## src/rtl/gf16_mul_pipe.sv

```systemverilog
// Multi-lane pipelined GF(2^4) arithmetic unit (x^4+x+1) with MUL/SQR/INV/ADD per beat,
// elastic valid/ready stages, per-lane output parity and a saturating zero-inversion counter.
module gf16_mul_pipe #(
    parameter int LANES = 4,
    parameter int PIPE  = 2,
    parameter int CNT_W = 8
) (
    input  logic               clk,
    input  logic               rst_n,
    input  logic               in_valid,
    output logic               in_ready,
    input  logic [1:0]         in_op,
    input  logic [4*LANES-1:0] in_a,
    input  logic [4*LANES-1:0] in_b,
    output logic               out_valid,
    input  logic               out_ready,
    output logic [4*LANES-1:0] out_d,
    output logic [LANES-1:0]   out_par,
    output logic [1:0]         out_op,
    input  logic               cnt_clr,
    output logic [CNT_W-1:0]   zinv_cnt
);

    localparam logic [1:0] OP_MUL = 2'b00;
    localparam logic [1:0] OP_SQR = 2'b01;
    localparam logic [1:0] OP_INV = 2'b10;
    localparam logic [1:0] OP_ADD = 2'b11;

    if (PIPE < 1 || PIPE > 4) begin : g_bad_pipe
        $error("gf16_mul_pipe: PIPE must be in 1..4");
    end
    if (LANES < 1 || LANES > 16) begin : g_bad_lanes
        $error("gf16_mul_pipe: LANES must be in 1..16");
    end

    // Shift-and-add product followed by reduction of x^6..x^4 with x^4 = x + 1.
    function automatic logic [3:0] gf_mul(input logic [3:0] a, input logic [3:0] b);
        logic [6:0] p;
        p = '0;
        for (int k = 0; k < 4; k++) begin
            if (b[k]) p = p ^ (7'(a) << k);
        end
        for (int k = 6; k >= 4; k--) begin
            if (p[k]) p = p ^ (7'(5'b10011) << (k - 4));
        end
        return p[3:0];
    endfunction

    // Squaring is linear in GF(2^m): spread the bits, then fold x^4 and x^6.
    function automatic logic [3:0] gf_sqr(input logic [3:0] a);
        return {a[3], a[1] ^ a[3], a[2], a[0] ^ a[2]};
    endfunction

    // A^14 = A^8 * A^4 * A^2; zero maps to zero without a special case.
    function automatic logic [3:0] gf_inv(input logic [3:0] a);
        logic [3:0] a2, a4, a8;
        a2 = gf_sqr(a);
        a4 = gf_sqr(a2);
        a8 = gf_sqr(a4);
        return gf_mul(gf_mul(a8, a4), a2);
    endfunction

    function automatic logic [3:0] lane_op(input logic [1:0] op, input logic [3:0] a,
                                           input logic [3:0] b);
        logic [3:0] r;
        case (op)
            OP_MUL:  r = gf_mul(a, b);
            OP_SQR:  r = gf_sqr(a);
            OP_INV:  r = gf_inv(a);
            default: r = a ^ b;
        endcase
        return r;
    endfunction

    function automatic logic [CNT_W-1:0] sat_add(input logic [CNT_W-1:0] c, input logic [4:0] inc);
        logic [CNT_W+5:0] s;
        logic [CNT_W+5:0] top;
        s   = (CNT_W+6)'(c) + (CNT_W+6)'(inc);
        top = (CNT_W+6)'({CNT_W{1'b1}});
        return (s > top) ? {CNT_W{1'b1}} : s[CNT_W-1:0];
    endfunction

    logic [4*LANES-1:0] res;
    logic [4:0]         zero_lanes;

    always_comb begin
        res        = '0;
        zero_lanes = '0;
        for (int i = 0; i < LANES; i++) begin
            res[4*i +: 4] = lane_op(in_op, in_a[4*i +: 4], in_b[4*i +: 4]);
            if (in_op == OP_INV && in_a[4*i +: 4] == 4'h0) zero_lanes = zero_lanes + 5'd1;
        end
    end

    logic [PIPE-1:0]    vld;
    logic [PIPE-1:0]    load;
    logic [PIPE-1:0]    move;
    logic [4*LANES-1:0] d_q  [PIPE];
    logic [1:0]         op_q [PIPE];

    // Stall chain runs from the output back to the input so bubbles collapse.
    always_comb begin
        load         = '0;
        move         = '0;
        move[PIPE-1] = vld[PIPE-1] & out_ready;
        load[PIPE-1] = ~vld[PIPE-1] | move[PIPE-1];
        for (int k = PIPE - 2; k >= 0; k--) begin
            move[k] = vld[k] & load[k+1];
            load[k] = ~vld[k] | move[k];
        end
    end

    assign in_ready = load[0];

    always_ff @(posedge clk or negedge rst_n) begin
        if (!rst_n) begin
            vld <= '0;
            for (int k = 0; k < PIPE; k++) begin
                d_q[k]  <= '0;
                op_q[k] <= '0;
            end
        end else begin
            // stage 0: capture the combinational result of the accepted beat
            if (load[0]) begin
                vld[0] <= in_valid;
                if (in_valid) begin
                    d_q[0]  <= res;
                    op_q[0] <= in_op;
                end
            end
            // stages 1..PIPE-1: carry result, op and valid
            for (int k = 1; k < PIPE; k++) begin
                if (load[k]) begin
                    vld[k] <= vld[k-1];
                    if (vld[k-1]) begin
                        d_q[k]  <= d_q[k-1];
                        op_q[k] <= op_q[k-1];
                    end
                end
            end
        end
    end

    assign out_valid = vld[PIPE-1];
    assign out_d     = d_q[PIPE-1];
    assign out_op    = op_q[PIPE-1];

    always_comb begin
        out_par = '0;
        for (int i = 0; i < LANES; i++) out_par[i] = ^out_d[4*i +: 4];
    end

    always_ff @(posedge clk or negedge rst_n) begin
        if (!rst_n) begin
            zinv_cnt <= '0;
        end else if (cnt_clr) begin
            zinv_cnt <= '0;
        end else if (in_valid && in_ready && zero_lanes != 5'd0) begin
            zinv_cnt <= sat_add(zinv_cnt, zero_lanes);
        end
    end

endmodule

```

## config.mk

```make
export PLATFORM = sky130hd
export DESIGN_NAME = gf16_mul_pipe
export DESIGN_NICKNAME = d
export VERILOG_FILES = /design/src/rtl/gf16_mul_pipe.sv
export SDC_FILE = /design/constraint.sdc
export NUM_CORES = 1
export LEC_CHECK = 0
export ABC_AREA = 1
export CAP_MARGIN = 20
export CORE_ASPECT_RATIO = 1.2
export CORE_MARGIN = 2
export CORE_UTILIZATION = 37
export CTS_BUF_LIST = sky130_fd_sc_hd__clkbuf_4 sky130_fd_sc_hd__clkbuf_8
export CTS_CLUSTER_DIAMETER = 60
export DETAILED_ROUTE_END_ITERATION = 12
export GPL_TIMING_DRIVEN = 1
export PLACE_DENSITY = 0.63
export SYNTH_ARGS = -nofsm -noshare
export SYNTH_HDL_FRONTEND = slang
export SYNTH_SLANG_ARGS = --single-unit
```

## constraint.sdc

```tcl
create_clock -name clk -period 2.7 [get_ports clk]
set_input_delay 0.405 -clock clk [delete_from_list [all_inputs] [get_ports clk]]
set_output_delay 0.405 -clock clk [all_outputs]
set_load 0.02 [all_outputs]
```

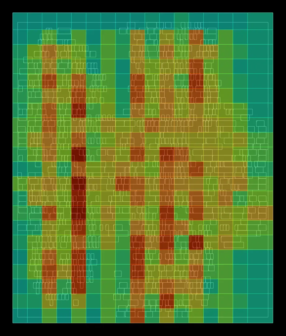
Run 1: routing congestion map
busiest layer in global routing: met2
fraction of met3 tracks used by global routing: 1.76%
global routing usage on met2: 33.8%
overall routing resource usage: 18.4%

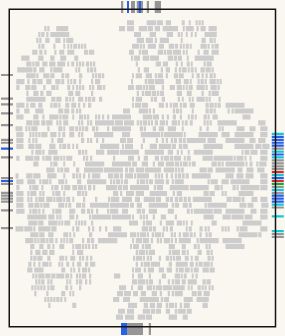
Run 1: pin placement
Pins as bars across the die edge, other pins in gray.
legend:
  blue:
    port: out_d
    pins: 16
    direction: output
    edge: 9 right, 3 bottom, 2 left, 2 top
  cyan:
    port: zinv_cnt
    pins: 8
    direction: output
    edge: right
  green:
    port: cnt_clr
    pins: 1
    direction: input
    edge: right
  red:
    port: out_op
    pins: 2
    direction: output
    edge: right
overall die height: 146 um
number of input and output port buffers inserted: 70
die outline width: 122 um

==> summary.txt, run 1 <==
The flow completed. The flow ran to the end, but the final reports show violations. The final reports fail on setup timing. Minimum setup slack in the final design landed at -256 ps.

In this run, post-CTS repair resized a total of ~57 instances. For the worst reg-to-reg path, the endpoint reported by OpenROAD is zinv_cnt[6]. Sequential element share of the synthesized area landed at between 10% and 20%. Per the post-synthesis report, the number of cells in the design is 968. Placed cell area landed at 7830 sq um.

According to the floorplan log, the row count is 51. The synthesized netlist devotes 5.76% of its cell area to adder and majority cells. First-pass GRT wire length landed at 27500 um.

For this run, the share of the core covered by cells in the final layout is 50.7%. Ratio of cells with drive above 1 in the final layout landed at 28.5%. Slack of the worst reg-to-reg path landed at just under 800 ps.

The worst path uses 109% of the clock period. Counting stages on the worst path, the most repeated cell is inv_2. For this run, the final setup violation count is recorded as 8. Clock slew at the register clock pins of the worst setup and hold paths landed at 90 ps. After detailed routing, the number of remaining DRC violations is 0. Final routed wire length divided by cell count landed at 11.9 um. The clock arrives with 6.08 ps of skew.

Compound-gate portion of the synthesized area landed at 7.55%. The overall die size recorded for this design is approximately 18000 sq um. Synthesis area per yosys landed at ~6200 sq um. 71 I/O pins were placed. For met1 alone, demand over resource in global routing was 23.0%. TritonCTS built the clock tree. Once synthesis finished, the tally of register bits stood at 46.

Area of all placed cells without fillers landed at 8290 sq um. The routed design could run at a clock period as short as 2960 ps. Post-placement setup slack landed at -1090 ps. Number of synthesis warnings landed at 0. Ratio of routed vias to standard cells landed at 4.70. Multiplexer fraction of the synthesized cell area landed at 3.26%. Among all stages on the critical path, the largest delay is contributed by ha_1. Leakage power of the design landed at 0.00424 uW. The repair_antennas step left the layout with diodes totalling 0.

Per the final timing report, the hold violations number 0. For this design, the CTS-stage hold fixing added 0 buffers. Initial antenna violation count landed at 0. Arrival time at the worst endpoint landed at about 3200 ps. The highest clock rate this design can be run at is 0.338 GHz. On the worst path, the slowest cell contributes a delay of 310 ps. The violation tally recorded at the end of detailed-routing iteration 0 is 253. At the worst endpoint, the required time is 2930 ps. Net count after synthesis landed at 1035.

Looking at the clock tree report, the maximum root-to-sink buffer count equals 2. The tree is rooted in a clkbuf_8.
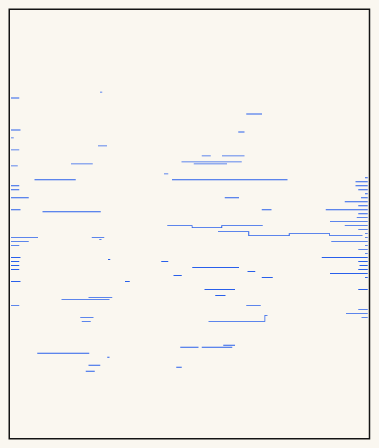
Run 1: M3 wires
main direction: horizontal
wire length on this layer: 569 um
longest straight run: 39.1 um
Routed WL: 16000 um
total vias in the final route: 6333

==> run 1: per-layer routing <==
metal	up-vias	share of wire [%]
li1	3371	-
met4	0	1.2
met3	18	3.6
met2	124	50
met5	-	0
met1	2820	45
==> run 1: power by group <==
part | total (uW) | internal [uW] | switching [uW]
Combinational | 2690 | 1270 | 1420
Clock | 430 | 193 | 237
Sequential | 1010 | 861 | 147
==> run 1: area by class of cell <==
type | instances | area, sq um
tap | 212 | 265
timing repair buffer | 199 | 1680
inverter | 112 | 440
sequential | 46 | 1150
multi-input combinational | 770 | 4660
clock inverter | 2 | 13.8
fill | 1681 | 8050
clock buffer | 6 | 76.3
==> run 1: worst max-delay path: cells and delay by family <==
family                   cells  cell delay, ps
adder cells (fa/ha/maj)      3             620
AND-OR/OR-AND                5             720
XOR/XNOR                     1             170
AND/OR/NAND/NOR              4             490
buffers and inverters        8             760
==> run 1: worst min-delay path by stage <==
stage	start	end	slack, ps	depth (start not counted)
2_1_floorplan	rst_n	d_q[16]	110	0
3_3_place_gp	rst_n	out_d[10]	360	1
3_5_place_dp	rst_n	out_d[10]	360	1
4_1_cts	rst_n	out_d[10]	20	1
5_1_grt	rst_n	d_q[27]	40	1
6_report	rst_n	out_d[10]	20	1
==> run 1: cells in the final DEF, fill, tap and decap left out, types with 5 or more instances in the layout <==
cell type	instances
nand2_4	12
inv_2	37
mux2_2	18
clkdlybuf4s50_1	51
ha_1	17
nand3_2	5
inv_1	70
o21ai_1	19
nand3b_1	9
buf_6	12
o211ai_1	8
xor2_1	30
nand3_1	73
xnor2_1	49
or2_2	8
clkbuf_8	5
nor2_4	9
nor2_1	61
xor2_2	5
a21oi_1	12
nand4_1	11
nand2_2	41
nand2_1	320
o221ai_1	8
dfrtp_1	46
o21ai_0	6
buf_4	120
nor2_2	7
ha_4	8
==> inputs of run 2 (changes only) <==
--- a/config.mk
+++ b/config.mk
@@ -9,12 +9,12 @@
 export CAP_MARGIN = 20
 export CORE_ASPECT_RATIO = 1.2
 export CORE_MARGIN = 2
-export CORE_UTILIZATION = 37
+export CORE_UTILIZATION = 43
 export CTS_BUF_LIST = sky130_fd_sc_hd__clkbuf_4 sky130_fd_sc_hd__clkbuf_8
 export CTS_CLUSTER_DIAMETER = 60
 export DETAILED_ROUTE_END_ITERATION = 12
 export GPL_TIMING_DRIVEN = 1
-export PLACE_DENSITY = 0.63
+export PLACE_DENSITY = 0.7
 export SYNTH_ARGS = -nofsm -noshare
 export SYNTH_HDL_FRONTEND = slang
 export SYNTH_SLANG_ARGS = --single-unit
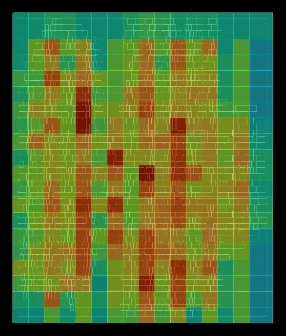
Run 2: routing congestion map
global routing usage on met2: 38.3%
fraction of met3 tracks used by global routing: 1.88%

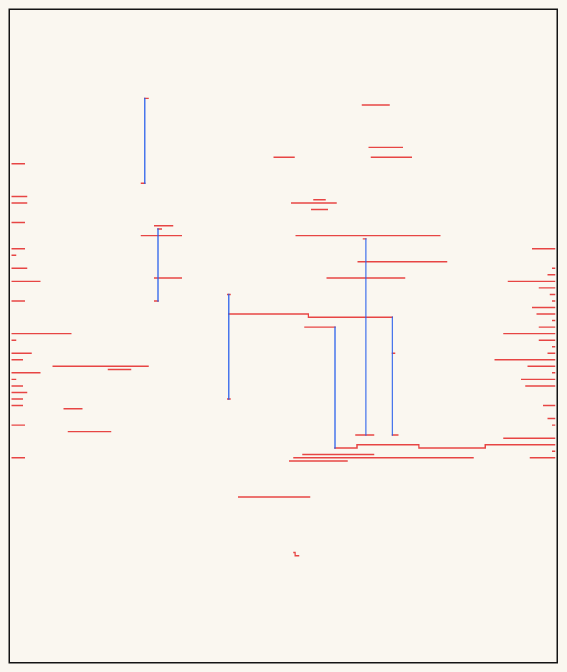
Run 2: routed metal, one color a layer
Two of the layers only.
legend:
  red:
    layer: metal 3
    wire_length: 499 um
  blue:
    layer: metal 4
    wire_length: 145 um
total vias in the final route: 6338
overall routing resource usage: 20.7%
Routed WL: 15400 um
average wire per cell in the routed design: 11.8 um

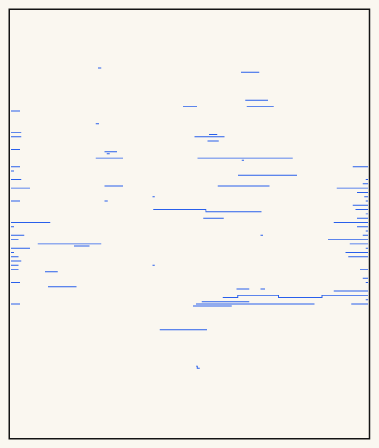
Run 2: M3 wires
wire length on this layer: 499 um
longest straight run: 37.3 um

==> summary.txt, run 2 <==
The flow completed. Multi-input logic portion of the cell area landed at approximately 56%. In the post-route analysis, the smallest setup slack over all paths is -222 ps. For this run, the final setup violation count is recorded as 8. Counting along the longest clock path gives a buffer depth of 2. Number of synthesis warnings landed at 0.

Of all power groups, the one with the highest power is combinational cells. Clock cells make up 1.28% of the layout cell area. Slack of the worst reg-to-reg path landed at 730 ps. The repair_antennas step left the layout with diodes totalling 0.

Count of sequential standard cells landed at 46. The floorplan step set the die width to 114 um. Clock slew at the register clock pins of the worst setup and hold paths landed at 90 ps. TritonCTS built the clock tree. Ratio of routed vias to standard cells landed at 4.84. Measured on the finished design, the core utilization comes to 57.6%. The design received a total of approximately 180 well taps at floorplan. Endpoints failing hold in the final report were tallied at 0. Fraction of the cycle the final worst path needs landed at 108%. The initial antenna violation count was 0.

Required time of the worst setup path landed at 2880 ps. In this run, synthesis produced a sequential element count of about 46. The first global-routing pass estimated 26700 um of wire.

Switching component of the power landed at 1800 uW. The root buffer cell chosen for the clock tree is clkbuf_8. After layout, the buffer instance count without clock buffers stands at 198. In this run the count of I/O pins placed on the die edge is 71. Sequential element share of the synthesized area landed at between 10% and 20%. Area taken by flip-flops and latches landed at 1150 sq um. Achievable frequency landed at 0.342 GHz. Ratio of cells with drive above 1 in the final layout landed at 27.6%.

Remaining design rule violation count landed at 0. The capture point of the worst register-to-register path is recorded as zinv_cnt[6]. The run finished, with violations left.

Tally of filler cells in the layout landed at 1355. Number of enable flip-flop cells landed at 0. The checks that failed: setup timing. Combinational logic burns 64.4% of the power.

The switching portion of total power comes to 43.3%. The library cell used most frequently in the layout, excluding fill and tap cells, is nand2_1. The timing report shows the most common cell along the critical path to be nor2_1. Net count after synthesis landed at approximately 1000.

Per the layout report, the design carries 7 clock buffers. The timing report shows that the slowest cell on the worst path is ha_4. Power in sequential cells landed at around 1000 uW. The power report lists cell-internal power as between 2000 and 2500 uW. For the worst setup path, the data arrival time is 3100 ps. The floorplan step set the die height to 136 um. Largest incremental delay on the critical path landed at 240 ps. The fraction of cell area in sequential cells is reported as 14.0%. Area enclosed by the die boundary landed at between 15000 and 20000 sq um. DRC marker count from the first detailed-route iteration landed at about 210. Placed cell area landed at 7760 sq um. Cell row count landed at 48.

Non-clock inverter count in the final layout landed at 112. Number of buffers created by CTS landed at 5. Fraction of synthesis flops using an asynchronous set or reset pin landed at 100%. Post-placement setup slack landed at -1070 ps. 770 cells are multi-input combinational gates. Non-clock buffers make up 20.7% of the layout cell area. Area of all placed cells without fillers landed at 8200 sq um. Shortest clock period the worst path allows after layout landed at approximately 2900 ps. Post-synthesis instance total landed at 968. The class occupying the most area after layout is reported as combinational gates. Of the total power, the clock network draws a little under an eighth.

Sequential power share landed at 24.3%. For this run, the chip area from Yosys synthesis comes to 6210 sq um. Power attributed to combinational cells is 2680 uW.
==> run 2: cell count changes in the layout (fill, tap and decap cells not counted), moves of 2 or more <==
cell / delta
buf_6: -4
buf_12: +3
nand2_2: -3
clkbuf_8: +2
ha_1: +2
nand2_1: +4
==> run 2: repair_timing <==
action,4_1_cts,5_1_grt
hold endpoints to repair,0,5
endpoints found under the setup margin,20,22
pin swaps,29,33
setup buffers,12,8
hold buffers,0,1
resized,52,49
==> run 2: per-layer routing <==
metal  up-vias  wire length, um  share of wire [%]  track usage, %
li1       3365                -                  -               -
met1      2851             6910                 45            26.3
met2       108             7880                 51            38.3
met3        14              499                3.2            1.88
met4         0              144               0.93            3.93
met5         -                0                  0               0
==> run 2: logic make-up after synthesis <==
kind of cell	share of synthesized area, %
simple gates	40.9
buf+inv	11.2
mux	3.26
compound gates	7.55
xor+xnor	12.7
flops	18.5
other cells	0.0603
fa+ha+maj	5.76
==> run 2: worst max-delay path: cells and delay by family <==
kind | cells | cell delay (ps)
adders and majority gates | 4 | 770
buffers and inverters | 6 | 570
AOI/OAI and AO/OA | 3 | 390
and+or+nand+nor | 10 | 990
==> run 2: how the worst max path moves through the flow <==
stage | end | from | cells past startpoint | slack [ps]
4_1_cts | zinv_cnt[6] | in_op[1] | 23 | -330
3_3_place_gp | zinv_cnt[6] | in_op[1] | 22 | -990
2_1_floorplan | zinv_cnt[7] | in_op[1] | 23 | -410
3_5_place_dp | zinv_cnt[5] | in_op[1] | 22 | -1070
5_1_grt | zinv_cnt[7] | in_op[1] | 24 | -460
6_report | zinv_cnt[5] | in_a[2] | 23 | -220
==> run 2: through the flow <==
stage,cells,hold slack (ps)
after floorplan,968,109
after global placement,1280,460
after detailed placement,1280,461
after CTS,1300,320
after global routing,1309,455
final,1309,460
Power and IR drop assume default switching activity.
